### config.mk
export PLATFORM = sky130hd
export DESIGN_NAME = vid_src_switch_flat
export DESIGN_NICKNAME = d
export VERILOG_FILES = /design/src/rtl/vid_src_switch_pkg.sv /design/src/rtl/vid_src_switch_if.sv /design/src/rtl/vid_src_switch_sync_delay.sv /design/src/rtl/vid_src_switch.sv /design/src/flat_wrapper.sv
export SDC_FILE = /design/constraint.sdc
export NUM_CORES = 1
export LEC_CHECK = 0
export ABC_AREA = 1
export ABC_CLOCK_PERIOD_IN_PS = 3800
export CAP_MARGIN = 20
export CORE_MARGIN = 4
export CORE_UTILIZATION = 42
export DETAILED_ROUTE_END_ITERATION = 8
export GPL_TIMING_DRIVEN = 0
export PLACE_DENSITY_LB_ADDON = 0.2
export SYNTH_ARGS = -nofsm -noshare
export SYNTH_HDL_FRONTEND = slang
export SYNTH_HIERARCHICAL = 1
export SYNTH_SLANG_ARGS = --single-unit
export TNS_END_PERCENT = 20
### constraint.sdc
create_clock -name clk -period 3.8 [get_ports clk]
set_input_delay 1.14 -clock clk [delete_from_list [all_inputs] [get_ports clk]]
set_output_delay 1.14 -clock clk [all_outputs]
set_load 0.03 [all_outputs]
### src/rtl/vid_src_switch_pkg.sv
// Shared video types for the source switch: pixel format, switch FSM states
// and the fixed pipeline latency of the block.
package vid_src_switch_pkg;

  localparam int PIXEL_W = 24;

  typedef logic [PIXEL_W-1:0] pixel_t;

  typedef enum logic [1:0] {
    SRC_RUN,
    SRC_PEND,
    SRC_BLANK
  } src_sw_state_e;

  localparam int SRC_SWITCH_LAT = 1;

endpackage

### src/rtl/vid_src_switch_if.sv
// Video sideband bundle (de/x/y/sof/eol) travelling alongside the pixels.
// The timing generator drives it through the master modport; consumers use slave.
interface vid_sideband_if #(
  parameter int XW = 10,
  parameter int YW = 9
);

  logic          de;
  logic [XW-1:0] x;
  logic [YW-1:0] y;
  logic          sof;
  logic          eol;

  modport master (output de, x, y, sof, eol);
  modport slave  (input  de, x, y, sof, eol);

endinterface

### src/rtl/vid_src_switch_sync_delay.sv
// Generic register delay line, cleared to zero by the synchronous reset.
// Used for the raw syncs and for the sideband so every path sees the same latency.
module vid_sync_delay #(
  parameter int W   = 1,
  parameter int LAT = 1
) (
  input  logic         clk,
  input  logic         rst,
  input  logic [W-1:0] d,
  output logic [W-1:0] q
);

  generate
    if (LAT == 0) begin : g_bypass
      assign q = d;
    end else begin : g_pipe
      logic [W-1:0] stage [LAT];

      // Shift the input through LAT stages; reset clears every stage
      always_ff @(posedge clk) begin
        if (rst) begin
          for (int i = 0; i < LAT; i++) stage[i] <= '0;
        end else begin
          stage[0] <= d;
          for (int i = 1; i < LAT; i++) stage[i] <= stage[i-1];
        end
      end

      assign q = stage[LAT-1];
    end
  endgenerate

endmodule

### src/rtl/vid_src_switch.sv
// N-way video source selector with frame-aligned switching.
// A source change is held pending until the next sof so frames are never torn.
// Pixels, sideband and hs/vs all leave exactly one clock after they arrive.
// Optional feature macro: VID_SRC_SWITCH_BLANK_EN inserts one black frame
// between the old and the new source.
module vid_src_switch
  import vid_src_switch_pkg::*;
#(
  parameter int N_SRC   = 4,
  parameter int XW      = 10,
  parameter int YW      = 9,
  parameter int DEF_SRC = 0
) (
  input  logic                       clk,
  input  logic                       rst,
  input  pixel_t                     px_in [N_SRC],
  vid_sideband_if.slave              sb_in,
  input  logic                       hs_i,
  input  logic                       vs_i,
  input  logic [$clog2(N_SRC)-1:0]   sel_req,
  output pixel_t                     px_out,
  vid_sideband_if.master             sb_out,
  output logic                       hs_o,
  output logic                       vs_o,
  output logic [$clog2(N_SRC)-1:0]   active_sel_o,
  output logic                       pending_o,
  output logic [15:0]                frame_cnt_o
);

  localparam int SW  = $clog2(N_SRC);
  localparam int SBW = XW + YW + 3;
  localparam logic [SW-1:0] DEF_SEL = SW'(DEF_SRC);

  src_sw_state_e state_q, state_d;
  logic [SW-1:0] active_q, active_d;
  logic [SW-1:0] pend_q, pend_d;
  logic          req_valid;
  logic          blank_now;
  pixel_t        px_next;
  logic [15:0]   frame_cnt_q;
  logic [SBW-1:0] sb_dly;
  logic [1:0]     sync_dly;

  // Requests naming a non-existent source are simply ignored
  assign req_valid = (32'(sel_req) < 32'(N_SRC));

  // Switch FSM state register together with the active and pending selects
  always_ff @(posedge clk) begin
    if (rst) begin
      state_q  <= SRC_RUN;
      active_q <= DEF_SEL;
      pend_q   <= DEF_SEL;
    end else begin
      state_q  <= state_d;
      active_q <= active_d;
      pend_q   <= pend_d;
    end
  end

  // Next-state logic: track the latest request, cancel on return, commit at sof
  always_comb begin
    state_d  = state_q;
    active_d = active_q;
    pend_d   = pend_q;
    case (state_q)
      SRC_RUN: begin
        if (req_valid && (sel_req != active_q)) begin
          state_d = SRC_PEND;
          pend_d  = sel_req;
        end
      end
      SRC_PEND: begin
        if (sb_in.sof) begin
`ifdef VID_SRC_SWITCH_BLANK_EN
          state_d = SRC_BLANK;
`else
          state_d  = SRC_RUN;
          active_d = pend_q;
`endif
        end else if (req_valid) begin
          pend_d = sel_req;
          if (sel_req == active_q) state_d = SRC_RUN;
        end
      end
`ifdef VID_SRC_SWITCH_BLANK_EN
      SRC_BLANK: begin
        if (sb_in.sof) begin
          state_d  = SRC_RUN;
          active_d = pend_q;
        end
      end
`endif
      default: state_d = SRC_RUN;
    endcase
  end

  // Outputs: the pixel mux looks at the next-state selects so a commit or
  // the start of a black frame already applies to the sof pixel itself
  always_comb begin
    pending_o = (state_q != SRC_RUN);
    blank_now = 1'b0;
`ifdef VID_SRC_SWITCH_BLANK_EN
    blank_now = (state_d == SRC_BLANK);
`endif
    px_next = (sb_in.de && !blank_now) ? px_in[active_d] : '0;
  end

  // Register the selected pixel; outside active video it is forced to zero
  always_ff @(posedge clk) begin
    if (rst) px_out <= '0;
    else     px_out <= px_next;
  end

  // Free-running sof counter, independent of the switch state
  always_ff @(posedge clk) begin
    if (rst)            frame_cnt_q <= '0;
    else if (sb_in.sof) frame_cnt_q <= frame_cnt_q + 16'd1;
  end

  vid_sync_delay #(
    .W   (2),
    .LAT (SRC_SWITCH_LAT)
  ) u_sync_dly (
    .clk (clk),
    .rst (rst),
    .d   ({hs_i, vs_i}),
    .q   (sync_dly)
  );

  vid_sync_delay #(
    .W   (SBW),
    .LAT (SRC_SWITCH_LAT)
  ) u_sb_dly (
    .clk (clk),
    .rst (rst),
    .d   ({sb_in.de, sb_in.x, sb_in.y, sb_in.sof, sb_in.eol}),
    .q   (sb_dly)
  );

  assign {hs_o, vs_o} = sync_dly;
  assign {sb_out.de, sb_out.x, sb_out.y, sb_out.sof, sb_out.eol} = sb_dly;
  assign active_sel_o = active_q;
  assign frame_cnt_o  = frame_cnt_q;

endmodule

### src/flat_wrapper.sv
// flat-port wrapper written by rule: the top's interface ports become plain ports
module vid_src_switch_flat import vid_src_switch_pkg::*;
#(
  parameter int N_SRC   = 4,
  parameter int XW      = 10,
  parameter int YW      = 9,
  parameter int DEF_SRC = 0
)
  (clk, rst, px_in, hs_i, vs_i, sel_req, px_out, hs_o, vs_o, active_sel_o, pending_o, frame_cnt_o, sb_in_de, sb_in_x, sb_in_y, sb_in_sof, sb_in_eol, sb_out_de, sb_out_x, sb_out_y, sb_out_sof, sb_out_eol);
  vid_sideband_if #(.XW(XW), .YW(YW)) sb_in_i ();
  vid_sideband_if #(.XW(XW), .YW(YW)) sb_out_i ();
  input  logic clk;
  input  logic rst;
  input  pixel_t px_in[N_SRC];
  input  logic hs_i;
  input  logic vs_i;
  input  logic [$clog2(N_SRC)-1:0] sel_req;
  output pixel_t px_out;
  output logic hs_o;
  output logic vs_o;
  output logic [$clog2(N_SRC)-1:0] active_sel_o;
  output logic pending_o;
  output logic [15:0] frame_cnt_o;
  input wire logic [$bits(sb_in_i.de)-1:0] sb_in_de;
  input wire logic [$bits(sb_in_i.x)-1:0] sb_in_x;
  input wire logic [$bits(sb_in_i.y)-1:0] sb_in_y;
  input wire logic [$bits(sb_in_i.sof)-1:0] sb_in_sof;
  input wire logic [$bits(sb_in_i.eol)-1:0] sb_in_eol;
  output wire logic [$bits(sb_out_i.de)-1:0] sb_out_de;
  output wire logic [$bits(sb_out_i.x)-1:0] sb_out_x;
  output wire logic [$bits(sb_out_i.y)-1:0] sb_out_y;
  output wire logic [$bits(sb_out_i.sof)-1:0] sb_out_sof;
  output wire logic [$bits(sb_out_i.eol)-1:0] sb_out_eol;
  assign sb_in_i.de = sb_in_de;
  assign sb_in_i.x = sb_in_x;
  assign sb_in_i.y = sb_in_y;
  assign sb_in_i.sof = sb_in_sof;
  assign sb_in_i.eol = sb_in_eol;
  assign sb_out_de = sb_out_i.de;
  assign sb_out_x = sb_out_i.x;
  assign sb_out_y = sb_out_i.y;
  assign sb_out_sof = sb_out_i.sof;
  assign sb_out_eol = sb_out_i.eol;
  vid_src_switch #(.N_SRC(N_SRC), .XW(XW), .YW(YW), .DEF_SRC(DEF_SRC)) u_core (.clk(clk), .rst(rst), .px_in(px_in), .sb_in(sb_in_i), .hs_i(hs_i), .vs_i(vs_i), .sel_req(sel_req), .px_out(px_out), .sb_out(sb_out_i), .hs_o(hs_o), .vs_o(vs_o), .active_sel_o(active_sel_o), .pending_o(pending_o), .frame_cnt_o(frame_cnt_o));
endmodule
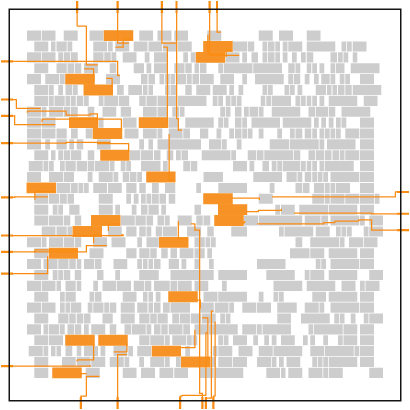
**Above:** run 1 (port wiring).
(4 px per um)
- orange: px_out (bits 24; direction output; edge 9 left, 6 top, 6 bottom, 3 right; end cells 24; wire 710 um)
I/O pin cnt: 191
Port Buffers: 190

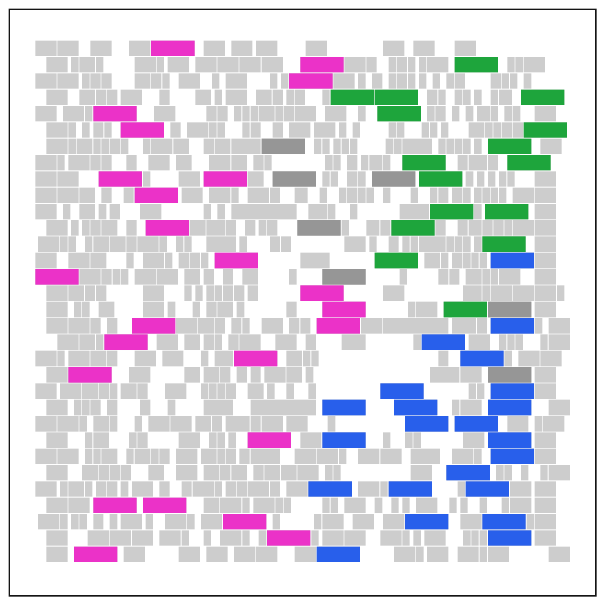
**Above:** run 1 (register map, names as in the netlist).
(6 px per um) Other sequential cells in the stronger grey, the rest of the logic in the fainter grey.
- magenta: u_core/px_out (placed flops 24)
- green: u_core/frame_cnt_o (placed flops 16; where upper right)
- blue: u_core/u_sb_dly/g_pipe.stage (placed flops 22)
- not coloured: 7
total area of sequential cells: 1380 um^2
seq pwr: 774 uW
Seq/total area: 24.5%
Finished Core Util: 72.5%

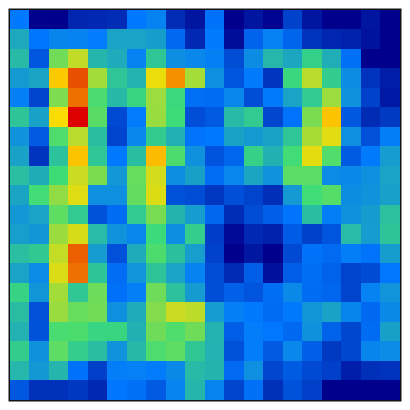
**Above:** run 1 (wiring heat map).
(4 px per um) 20 x 20 tiles, from dark blue (low) to red (high), scaled to the fullest tile. Values are wire area over tile area, all layers added.
- nearly empty tiles: 4.0%
- emptiest ninth of the die: lower right
- densest ninth of the die: middle left
- tiles over half the peak: 18%
- fullest tile: 0.60
routed len/inst: 13.6 um
Tot GR Track Use: 22.2%
Via Count: 3,838
final wirelength: 10.9 mm

==> ci_impl_report.md, run 1 <==
### Metrics collected by this job

| Metric | Value |
|---|---|
| Status | `finished clean` |
| Critical-path top delay cell | `clkdlybuf4s50_1` |
| Synth flops | `69` |
| Post-DRT Antenna Nets | `0` |
| CP endpoint kind | `flop` |
| Detailed-route vias per instance | `between 4 and 5` |
| Antenna diodes | `0` |
| End point of the critical path | `u_core/px_out[16]` |
| Post-synth top cells | `nand2_1 (91), inv_1 (90), dfxtp_1 (69)` |
| Post-DP HPWL | `between 8 and 9 mm` |
| Cell Chain, Critical Path | `clkdlybuf4s50_1, inv_1, nand2_1, clkbuf_1, a21oi_1` |
| Register-to-Register Setup Slack | `~2.2 ns` |
| Num CTS Buffers | `9` |
| Post-route design area | `around 5600 um^2` |
| DRT iter0 DRCs | `115` |
| Clock skew after layout | `~0.0088 ns` |
| Crit share post-route | `between 70 and 80%` |
| CP max FO | `13` |
| Initial Util | `a little over two fifths` |
| Average size of a mapped cell | `between 6 and 7 um^2` |
| Initial antenna violation count | `0` |
| Max_cap viols | `0` |
| Largest delay share family, worst path | `buffers and inverters` |
| OpenROAD warnings | `26` |
| Internal power | `roughly 1.4 mW` |
| First-pass GRT wire length | `17.2 mm` |
| R2R Path End | `u_core/px_out[14]` |
| Sequential share of power | `39.9%` |
| Setup CP Type | `in -> reg` |
| CP arrival | `around 3.0 ns` |
| Total setup buffers inserted after CTS | `0` |
| Layout cells sized above 1 | `around 5.3%` |
| Ys cells | `a little under 500` |
| Fraction of registers with async set/reset | `0%` |
| Logic pwr share | `between 20% and 30%` |
| Sw Share | `roughly a quarter` |
| Min-delay worst type | `reg -> reg` |
| Synth warnings | `6` |
| Maximum ir drop on the vdd rail | `179 uV` |
| Final Hold Viols | `0` |
| Gpl congestion | `~0.94` |
| Seq share, synth | `41.0%` |
| Clock sink total | `~70` |
| Power share of the clock group | `a little under two fifths` |
| Clk pin slew, worst setup/hold paths | `0.07 ns` |
| Slew @ Worst Pin | `~0.56 ns` |
| Clk_lat worst skew | `0.34 ns` |
| Final net count | `between 800 and 900` |
| # rows | `32` |
| DR top layer | `met4` |
| Routed length on met2 | `around 5.2 mm` |
| Routed wl met3 | `~1.2 mm` |
| Relative max-transition margin | `a little over three fifths` |
| Post-CTS resize count | `0` |
| CP startpoint kind | `input pin` |
| RSZ-0062 raised after global routing | `false` |
| Dpl cell area | `~5400 um^2` |
| Cell Area, Synth | `3370 um^2` |
| Worst Reg-to-Reg Cells | `7` |
| First-pass detailed-route iteration total | `4` |
| Fmax | `approximately 0.36 GHz` |
| Die X | `slightly below 100 um` |
| Reg-to-Reg Start | `u_core/state_q[0]` |
| M1 wire length | `roughly 4.1 mm` |
| Top cells by area, synth | `dfxtp_1 (41%), nand3b_1 (11%), nand2_1 (10%)` |
| CTS max path bufs | `2` |
| Synth top cell by count | `nand2_1` |
| Vias in the first global route | `roughly 3.7k` |
| Yosys Chip Area | `between 3000 and 4000 um^2` |
| Slew Limit Fails | `0` |
| CTS tree | `yes` |
| Net Sw Power | `~510 uW` |
| Fin Setup TNS | `0 ns` |
| Post-synthesis cell type count | `26` |
| CTS root buffer | `clkbuf_8` |
| WP depth | `5` |
| Synth area leader | `dfxtp_1` |
| Post-layout min period | `~2.8 ns` |
| Drc violations | `0` |
| Largest net degree at the start of global routing | `14` |
| Largest type area fraction | `41.0%` |
| Synth Flop Type | `dfxtp_1` |
| Die Y-Extent | `roughly 98 um` |
| H-tree depth | `3` |
| GRT Residual Overflow | `0` |
| Fillcell total | `between 600 and 700` |
| EDFF count, synth | `0` |
| Pleak | `~2.5 nW` |
| Worst path max stage delay | `around 0.82 ns` |
| Area Overhead vs Synth | `67.3%` |
| Die footprint | `between 9000 and 10,000 um^2` |
| Synth Instances | `about 490` |
| Core box area | `7770 um^2` |
| Setup violators final | `0` |
| Critical path origin | `rst` |
| # hold bufs at CTS | `0` |
| Crit path buf inv count | `3` |
| Cell area power density | `345 nW/um^2` |
| Net Count, Synth | `approximately 620` |
| WP data required | `approximately 4 ns` |
run 1: metrics by stage:
stage	worst slack [ns]	total power, mW	cells	hold slack [ns]	utilization [%]
CTS	0.975	1.96	798	0.510	72.5
global route	0.854	2.03	798	0.532	72.5
global placement	0.642	1.23	783	0.486	69.5
floorplan	1.67	1.01	491	0.474	-
detailed placement	0.623	1.24	783	0.497	69.5
finish	1.01	1.94	798	0.508	72.5
run 1: sequential cells by signal, summed over array words and instances (netlist names):
name                            flops
u_core/active_sel_o                 2
u_core/px_out                      24
u_core/u_sync_dly/g_pipe.stage      2
u_core/pend_q                       2
u_core/frame_cnt_o                 16
u_core/state_q                      1
u_core/u_sb_dly/g_pipe.stage       22
run 1: worst min path at each step:
stage                               start                     to  cells after the start
floorplan                u_core/pend_q[0]       u_core/pend_q[0]                      2
global placement    u_core/frame_cnt_o[5]  u_core/frame_cnt_o[5]                      2
detailed placement  u_core/frame_cnt_o[5]  u_core/frame_cnt_o[5]                      2
CTS                 u_core/frame_cnt_o[5]  u_core/frame_cnt_o[5]                      2
global route             u_core/pend_q[1]       u_core/pend_q[1]                      2
finish                   u_core/pend_q[1]       u_core/pend_q[1]                      2
run 1: tightest hold or removal path: stages, from the launching register on:
cell and delay, ns:
dfxtp_1 0.32, nor2_1 0.10, nor2_1 0.05
run 1: logic make-up (layout without fill, tap and decap cells):
family	count (synthesis)	after routing	synth area share [%]
buffers and inverters	117	322	14.3
AND/OR/NAND/NOR	262	262	37.5
XOR/XNOR	2	2	0.521
flip-flops	69	69	41.0
AND-OR/OR-AND	40	40	6.21
adder cells (fa/ha/maj)	1	1	0.372
run 1: final cells by class:
class,instances,area (um^2),share of cell area (%)
buffer,25,136,2.42
tap,102,128,2.27
inverter,92,345,6.13
timing repair buffer,190,1900,33.8
multi-input combinational,305,1500,26.7
sequential,69,1380,24.5
clock buffer,9,124,2.20
clock inverter,6,113,2.00
run 1: power groups by stage:
| stage | combinational, mW | clock (mW) | sequential, mW |
|---|---|---|---|
| final | 0.449 | 0.718 | 0.774 |
| after global routing | 0.483 | 0.766 | 0.779 |
| after CTS | 0.451 | 0.735 | 0.775 |
| after detailed placement | 0.449 | 0 | 0.791 |
| after global placement | 0.440 | 0 | 0.790 |
| after floorplan | 0.146 | 0 | 0.860 |
run 1: cells in the final DEF (no fill, tap or decap):
cell             instances
a211oi_1                 1
a21oi_1                 34
and3_1                   1
buf_1                    1
buf_2                   10
buf_4                    2
buf_6                    3
bufinv_16                3
clkbuf_1                 9
clkbuf_8                 9
clkdlybuf4s50_1        190
clkinv_2                 1
clkinv_4                 2
dfxtp_1                 69
ha_1                     1
inv_1                   90
inv_2                    2
nand2_1                 91
nand2_2                  2
nand3_1                 62
nand3_2                  1
nand3b_1                48
nand4_1                  2
nor2_1                  53
nor2_2                   1
nor3_1                   1
o21ai_0                  3
o21ai_2                  1
o21bai_1                 1
xnor2_1                  1
xor2_1                   1
run 1: metal layers:
layer  global-route usage [%]  up-vias
li1                         -     1925
met1                     24.0     1699
met2                     38.7      186
met3                     9.05       28
met4                     8.73        0
met5                        0        -
**Run 1: wiring by layer**

(4 px per um) Only two layers are drawn.
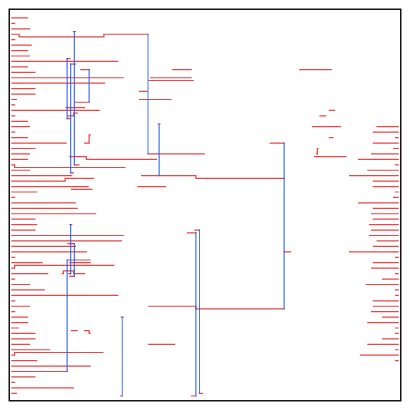

## Run 2: what changed since run 1
ABC_CLOCK_PERIOD_IN_PS = 2540   (was 3800)
CORE_UTILIZATION = 35   (was 42)
clock period = 2.54 ns   (was 3.8 ns; I/O delays follow)
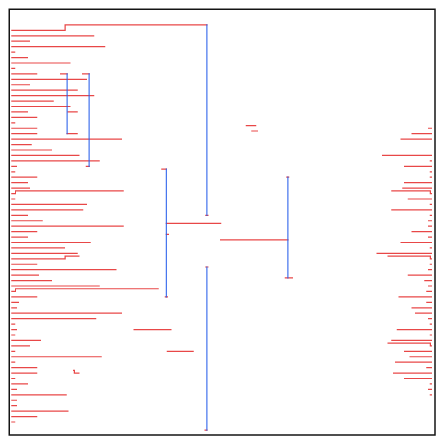
**Above:** run 2 (wiring by layer).
(4 px per um) Only two layers are drawn.
- blue: met4 (wire length 184 um)
- red: met3 (wire length 1,040 um)
Tot GR Track Use: 19.5%
routed len/inst: 13.3 um
final wirelength: 11.0 mm
Via Count: 3,792

==> ci_impl_report.md, run 2 <==
### Metrics collected by this job

| Metric | Value |
|---|---|
| DRT iter0 DRCs | `148 (was 115)` |
| H-tree depth | `3 (unchanged)` |
| Top cells by area, synth | `dfxtp_1 (41%), nand3b_1 (11%), nand2_1 (10%) (unchanged)` |
| Port Buffers | `190 (unchanged)` |
| Power share of the clock group | `34.9% (was 37.0%)` |
| Crit share post-route | `between 80 and 90%` |
| Num CTS Buffers | `9 (unchanged)` |
| Synth warnings | `6 (unchanged)` |
| Finished Core Util | `60.8% (was 72.5%)` |
| Post-DP HPWL | `8.88 mm (was 8.59 mm)` |
| Internal power | `2.04 mW (was 1.43 mW)` |
| Seq share, synth | `41.0% (unchanged)` |
| CP endpoint kind | `flop (unchanged)` |
| WP data required | `2.74 ns (was 4.00 ns)` |
| Clock skew after layout | `0.0107 ns (was 0.00883 ns)` |
| Fraction of registers with async set/reset | `0% (unchanged)` |
| Area Overhead vs Synth | `67.8% (was 67.3%)` |
| Die footprint | `11,200 um^2 (was 9510 um^2)` |
| Detailed-route vias per instance | `4.59 (was 4.81)` |
| Clk_lat worst skew | `0.33 ns (was 0.34 ns)` |
| CP arrival | `2.47 ns (was 3.00 ns)` |
| Fin Setup TNS | `0 ns (unchanged)` |
| Max_cap viols | `0 (unchanged)` |
| Initial antenna violation count | `0 (unchanged)` |
| Setup CP Type | `in -> reg (unchanged)` |
| Cell Area, Synth | `3370 um^2 (unchanged)` |
| R2R Path End | `u_core/px_out[16] (was u_core/px_out[14])` |
| Slew @ Worst Pin | `0.573 ns (was 0.560 ns)` |
| EDFF count, synth | `0 (unchanged)` |
| CP max FO | `10 (was 13)` |
| Worst Reg-to-Reg Cells | `7 (unchanged)` |
| Largest net degree at the start of global routing | `14 (unchanged)` |
| Fmax | `~0.44 GHz` |
| # rows | `35 (was 32)` |
| Dpl cell area | `5430 um^2 (was 5400 um^2)` |
| Biggest register | `u_core/px_out (unchanged)` |
| Synth Flop Type | `dfxtp_1 (unchanged)` |
| Sw Share | `27.4% (was 26.5%)` |
| First-pass GRT wire length | `17.5 mm (was 17.2 mm)` |
| Cell area power density | `498 nW/um^2 (was 345 nW/um^2)` |
| Top cell excl fill/tap | `clkdlybuf4s50_1 (unchanged)` |
| Largest type area fraction | `41.0% (unchanged)` |
| Final net count | `817 (unchanged)` |
| Total power | `2.81 mW (was 1.94 mW)` |
| Pleak | `2.50 nW (about the same)` |
| Synth flops | `69 (unchanged)` |
| Yosys Chip Area | `3370 um^2 (unchanged)` |
| Gpl congestion | `0.892 (was 0.942)` |
| HP Start | `u_core/pend_q[1] (unchanged)` |
| Min-Delay Endpoint | `u_core/pend_q[1] (unchanged)` |
| Final Hold Viols | `0 (unchanged)` |
| Sequential share of power | `41.2% (was 39.9%)` |
| Setup violators final | `0 (unchanged)` |
| OpenROAD warnings | `26 (unchanged)` |
| First-pass detailed-route iteration total | `6 (was 4)` |
| Vias in the first global route | `3,759 (was 3,697)` |
| Synth top cell by count | `nand2_1 (unchanged)` |
| RSZ-0062 raised after global routing | `false (unchanged)` |
| CTS tree | `yes (unchanged)` |
| Most frequent cells in the layout | `clkdlybuf4s50_1 (189), nand2_1 (91), inv_1 (90) (was clkdlybuf4s50_1 (190), nand2_1 (91), inv_1 (90))` |
| Antenna diodes | `0 (unchanged)` |
| Die Y-Extent | `106 um (was 97.5 um)` |
| Post-synthesis cell type count | `26 (unchanged)` |
| I/O pin cnt | `191 (unchanged)` |
| Reg-to-Reg Start | `u_core/state_q[0] (unchanged)` |
| CP startpoint kind | `input pin (unchanged)` |
| CTS root buffer | `clkbuf_8 (unchanged)` |
| Total setup buffers inserted after CTS | `0 (unchanged)` |
| Core box area | `9280 um^2 (was 7770 um^2)` |
| Initial Util | `36.3% (was 43.3%)` |
| Maximum ir drop on the vdd rail | `329 uV (was 179 uV)` |
| Min-delay worst type | `reg -> reg (unchanged)` |
| Drc violations | `0 (unchanged)` |
| Clk pin slew, worst setup/hold paths | `0.07 ns (about the same)` |
| Clock sink total | `69 (unchanged)` |
| Net Sw Power | `771 uW (was 515 uW)` |
| Hold path cells | `2 (unchanged)` |
| Max FFs per register | `24 (unchanged)` |
| Die X | `106 um (was 97.5 um)` |
| Logic pwr share | `23.9% (was 23.1%)` |
| Register-to-Register Setup Slack | `0.89 ns (was 2.16 ns)` |
| Slew Limit Fails | `0 (unchanged)` |
| Synth Instances | `491 (unchanged)` |
| Net Count, Synth | `616 (unchanged)` |
| Ys cells | `491 (unchanged)` |
| Final hold slack | `0.509 ns (was 0.508 ns)` |
| Post-route design area | `5650 um^2 (was 5630 um^2)` |
| GRT Residual Overflow | `0 (unchanged)` |
| # hold bufs at CTS | `0 (unchanged)` |
| Synth area leader | `dfxtp_1 (unchanged)` |
| Post-layout min period | `about 2.3 ns` |
| Post-CTS resize count | `0 (unchanged)` |
| Post-synth top cells | `nand2_1 (91), inv_1 (90), dfxtp_1 (69) (unchanged)` |
| Layout cells sized above 1 | `5.31% (was 5.32%)` |
| CTS max path bufs | `2 (unchanged)` |
| Post-DRT Antenna Nets | `0 (unchanged)` |
| Status | `finished clean (unchanged)` |
| Average size of a mapped cell | `6.85 um^2 (unchanged)` |
| Relative max-transition margin | `61.7% (was 62.6%)` |
[run 2: netlist changes by cell type in the layout (fill, tap and decap cells not counted), sizes merged]
cell / change
bufinv: -1
clkbuf: +1
clkdlybuf4s50: -1
clkinv: +1
dlymetal6s2s: +1
[run 2: cells by family after synthesis]
kind of cell               after synthesis  share of synthesized area [%]
and+or+nand+nor                        262                           37.5
buffers and inverters                  117                           14.3
DFF                                     69                           41.0
AOI/OAI and AO/OA                       40                           6.21
xor gates and xnor gates                 2                          0.521
adders and majority gates                1                          0.372
[run 2: through the flow]
stage | instances | setup WS, ns
floorplan | 491 | 0.784
global placement | 810 | -0.365
detailed placement | 810 | -0.349
CTS | 826 | 0.00357
global route | 826 | 0.200
finish | 826 | 0.267
[run 2: worst max-delay path by stage]
stage                    from           endpoint  slack [ns]
global route        sb_in_sof  u_core/px_out[15]        0.20
floorplan           sb_in_sof  u_core/px_out[16]        0.78
CTS                       rst  u_core/px_out[16]       0.004
detailed placement        rst  u_core/px_out[16]       -0.35
global placement          rst  u_core/px_out[21]       -0.36
finish              sb_in_sof  u_core/px_out[23]        0.27
[run 2: layout make-up]
type                       instances  area, um^2
fill                             913        3640
multi-input combinational        305        1500
sequential                        69        1380
clock inverter                     6        87.6
clock buffer                      10         128
timing repair buffer             190        1900
tap                              129         161
inverter                          92         345
buffer                            25         136
[run 2: power by group through the flow]
stage / combinational (mW) / clock, mW / sequential [mW]
floorplan: 0.218 / 0 / 1.29
global placement: 0.667 / 0 / 1.18
detailed placement: 0.674 / 0 / 1.19
CTS: 0.676 / 1.01 / 1.16
global route: 0.729 / 1.06 / 1.17
finish: 0.672 / 0.981 / 1.16
[run 2: layer usage]
layer	vias to the layer above	global-route usage (%)	share of wire, %
met5	-	0	0
met1	1701	20.8	41
li1	1929	-	-
met4	0	7.59	1.7
met2	147	34.5	48
met3	15	7.71	9.5
[run 2: worst max-delay path, cell delays in order]
cell	delay, ns
clkdlybuf4s50_1	0.52
buf_4	0.19
nand3_2	0.14
nand2_1	0.13
clkbuf_1	0.43
nand2_1	0.12
nand3_1	0.12
a21oi_1	0.06
Power figures rest on the tool's default switching activity, not on a simulated workload.
